Design stride_prefetcher, sky130hd; sources not shown.
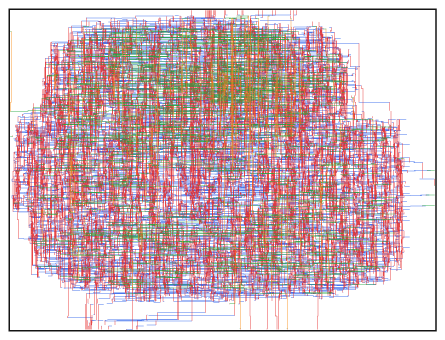
(images/layers.png)
Scale: 1 px per um.
color	layer	wire length
orange	M4	6890 um
blue	M1	77.4 mm
green	M3	26.8 mm
red	M2	85.9 mm
gr usage total: 0.2847
Post-Route WL: 197.0 mm
Routed WL per cell: 31.13 um
vias: 42272

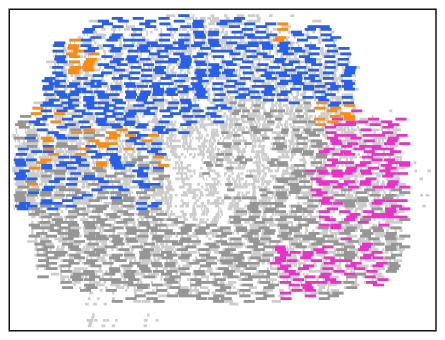
(images/ff_map.png)
Scale: 1 px per um. Other sequential cells in the stronger gray, the rest of the logic in the fainter gray.
color	name in the netlist	placed flops
orange	`rpt_conf_q`	64
magenta	`rpt_tag_q`	192
blue	`rpt_stride_q`	512
not colored	579
final core occ: 0.5280
Seq power: 3.78 mW
register share of the cell area: 0.5729

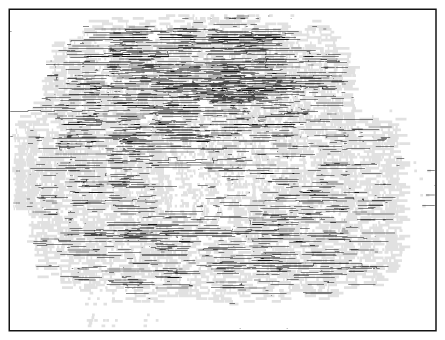
(images/m3.png)
Scale: 1 px per um.
wire length on this layer	26.8 mm
longest straight run	156 um
share of all routed wire	14%
nets with wire on the layer	551
met3 usage: 0.07014

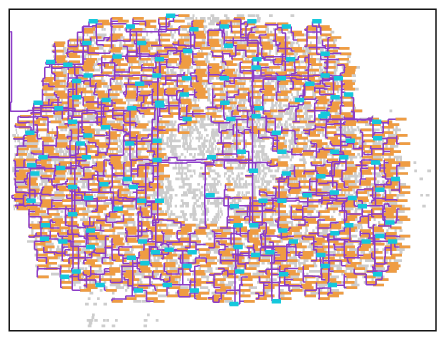
(images/clock_wires.png)
Scale: 1 px per um.
[purple] clock wires | length: 15500 um
[orange] flip-flops | count: 1347
[cyan] clock-net drivers | count: 133
routed clock nets	134
Clk power: 2.79 mW
Clock power frac: 0.367

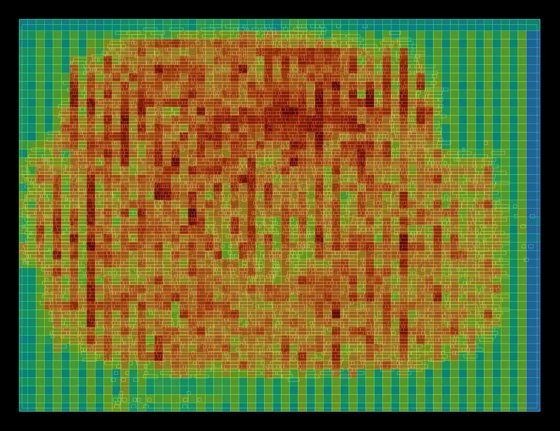
(images/congestion_map.png)
met1 Use GR: 0.4191
GRT busiest layer: met1
GR Util met2: 0.4094

==> Changelog: implementation <==
## Flow update

* Outcome: finished clean
* Iteration count of the initial detailed-routing pass at 6
* Worst setup SP type: primary input
* Cts repair resizes at 0
* Worst-margin pin slew at 1.088 ns
* FFs w/ async S/R, synth at 0
* Most frequent cells in the layout: 1280 x edfxtp_1, 645 x and3_1, 359 x nor2_1
* Synth Area per Inst at 13.59 um2
* Synth Warn # at 0
* Register area share after synthesis at 0.6361
* Min Tclk post-route at 11.50 ns
* TritonCTS clock tree: done
* Synth Register Bits at 1347
* Rows at 115
* Die Size at 136000 um2
* Final Setup Violations at 0
* First-pass GRT wire length at 281.0 mm
* Worst EP required at 17.77 ns
* Top Ports at 54
* Port Buffers at 48
* Setup Skew at 0.04664 ns
* Yosys cell count at 4603
* Final Max Slew Viols at 0
* Synth Instances at 4603
* CTS sink cnt at 1347
* Final worst-path cycle share at 0.6726
* Hold path depth at 1
* Post-detail-place hpwl at 116.4 mm
* Crit Path Class: in -> reg
* Initial antenna violation count at 2
* Layout overhead on the synthesized area at 11.04%
* Die extent in x at 425.2 um
* Cell Type Count at 73
* Max Freq at 86.95 MHz
* Worst Reg2Reg Path Length in Cells at 27
* Top cell by count, worst path: nor2_1
* Total CTS buffers at 133
* Largest net degree at the start of global routing at 169
* Core area at 131500 um2
* Max VDD drop at 0.1036 mV
* # H-tree levels at 4
* Worst-path maximum fanout at 62
* Hold_buf cts at 0
* Clock buffer depth at 3
* R2r setup slk at 8.55 ns
* Final nets at 4557
* Post-Route Setup TNS at 0 ns
* Vias per std cell at 6.680
* Number of enable flip-flop cells at 1280
* Post-Syn Area at 62530 um2
* Iter 0 DRT Violations at 6825
* Relative slew slack at 0.2749
* Overflow after GRT at 0
* Postcts setup bufs at 0
* DR DRC count at 0
* Mapped Nets at 4691
* Dominant logic cell type in the layout: edfxtp_1
* Vias in the first global route at 40121
* Largest stage delay, worst path at 0.70 ns
* Pwr/cell area at 109.6 nW/um2
* Clock root buffer: clkbuf_16
* Chip height at 319.9 um
* Pre-Place Util at 0.4755
* Post-route ant nets at 0
* Setup crit end kind: register
* Leak pwr at 26.54 nW
* Main flop type: edfxtp_1
* Worst-Skew Late Latency at 0.79 ns
* Arrival @ worst endpoint at 12.17 ns
* Min-Delay Path Class: reg -> reg
* Worst-path clk slew at 0.06 ns
* Max-cap violations at 0
* Layout cells sized above 1 at 0.1447
* Yosys stat area at 62530 um2
* GPL Wtd Cong at 0.9368
* Slowest CP cell: buf_4
* Final hold violation count at 0
* Unrepaired setup endpoints after global routing: no
* Log Warnings at 44
per-layer routing:
| layer | wire (um) | share of wire | track usage | vias up |
|---|---|---|---|---|
| li1 | - | - | - | 17509 |
| met1 | 77430 | 0.39 | 0.4191 | 21252 |
| met2 | 85870 | 0.44 | 0.4094 | 3102 |
| met3 | 26810 | 0.14 | 0.07014 | 409 |
| met4 | 6887 | 0.035 | 0.1027 | 0 |
| met5 | 0 | 0 | 0 | - |
metrics by stage:
| stage | setup slack, ns | hold slack, ns | area [um2] | power (mW) | instances |
|---|---|---|---|---|---|
| after floorplan | 6.414 | 0.4208 | 62530 | 4.481 | 4603 |
| after global placement | 5.045 | 0.4287 | 64550 | 4.815 | 6041 |
| after detailed placement | 5.006 | 0.4343 | 65400 | 4.854 | 6087 |
| after CTS | 5.789 | 0.4496 | 69420 | 7.590 | 6322 |
| after global routing | 5.026 | 0.4700 | 69430 | 7.792 | 6326 |
| final | 5.599 | 0.4515 | 69440 | 7.612 | 6328 |
logic make-up after synthesis:
kind of cell               Yosys count  synth area share
DFF                               1347            0.6361
adders and majority gates           52           0.01076
buffers and inverters              530           0.03566
AOI/OAI and AO/OA                  710           0.06987
and+or+nand+nor                   1454            0.1252
muxes                              452            0.1140
xor gates and xnor gates            58          0.008363
cell type report:
class,instances,area [um2]
diodes,4,10.01
clock buffers,169,3570
well taps,1755,2196
flip-flops and latches,1347,39780
clock inverters,66,452.9
inverters,19,73.82
fillers,10669,62080
repair buffers,242,2494
multi-input cells,2726,20860
where the power goes:
group          internal [mW]  leakage [nW]  total [mW]  switching, mW
clock                   1.53          1.97        2.79           1.27
combinational          0.307          11.4        1.04          0.731
sequential              3.74          13.2        3.78         0.0386
cells in the mapped netlist, types with 7 or more instances:
master | count | area (um2)
nand2b_1 | 10 | 62.56
buf_2 | 123 | 615.6
nor4_1 | 27 | 168.9
a22o_1 | 7 | 61.31
o22ai_1 | 120 | 750.7
o221ai_1 | 7 | 61.31
nor2_1 | 362 | 1359
or4_1 | 7 | 52.55
ha_1 | 49 | 613.1
dfxtp_1 | 67 | 1341
and3_1 | 647 | 4048
a21oi_1 | 338 | 1692
mux2i_1 | 243 | 2432
and2_1 | 7 | 43.79
edfxtp_1 | 1280 | 38440
o21ai_0 | 17 | 85.08
nand2_1 | 161 | 604.3
o311a_1 | 13 | 130.1
nand4_1 | 53 | 331.6
mux4_2 | 208 | 4684
xor2_1 | 22 | 192.7
buf_1 | 24 | 90.09
inv_1 | 18 | 67.56
a21o_1 | 43 | 322.8
xnor2_1 | 35 | 306.5
nor3_1 | 85 | 425.4
buf_4 | 11 | 82.58
clkbuf_1 | 347 | 1303
and4_1 | 15 | 131.4
or3_1 | 8 | 50.05
a22oi_1 | 99 | 743.2
o21ai_1 | 11 | 55.05
nand3_1 | 26 | 130.1
o21a_1 | 7 | 52.55
critical path: cells and delay by family:
family	cells	cell delay, ns
AND/OR/NAND/NOR	8	2.37
buffers and inverters	4	1.60
multiplexers	1	0.66
adder cells (fa/ha/maj)	2	0.67
XOR/XNOR	2	0.36
AND-OR/OR-AND	12	3.75
Power is estimated from default activity; no workload was simulated.
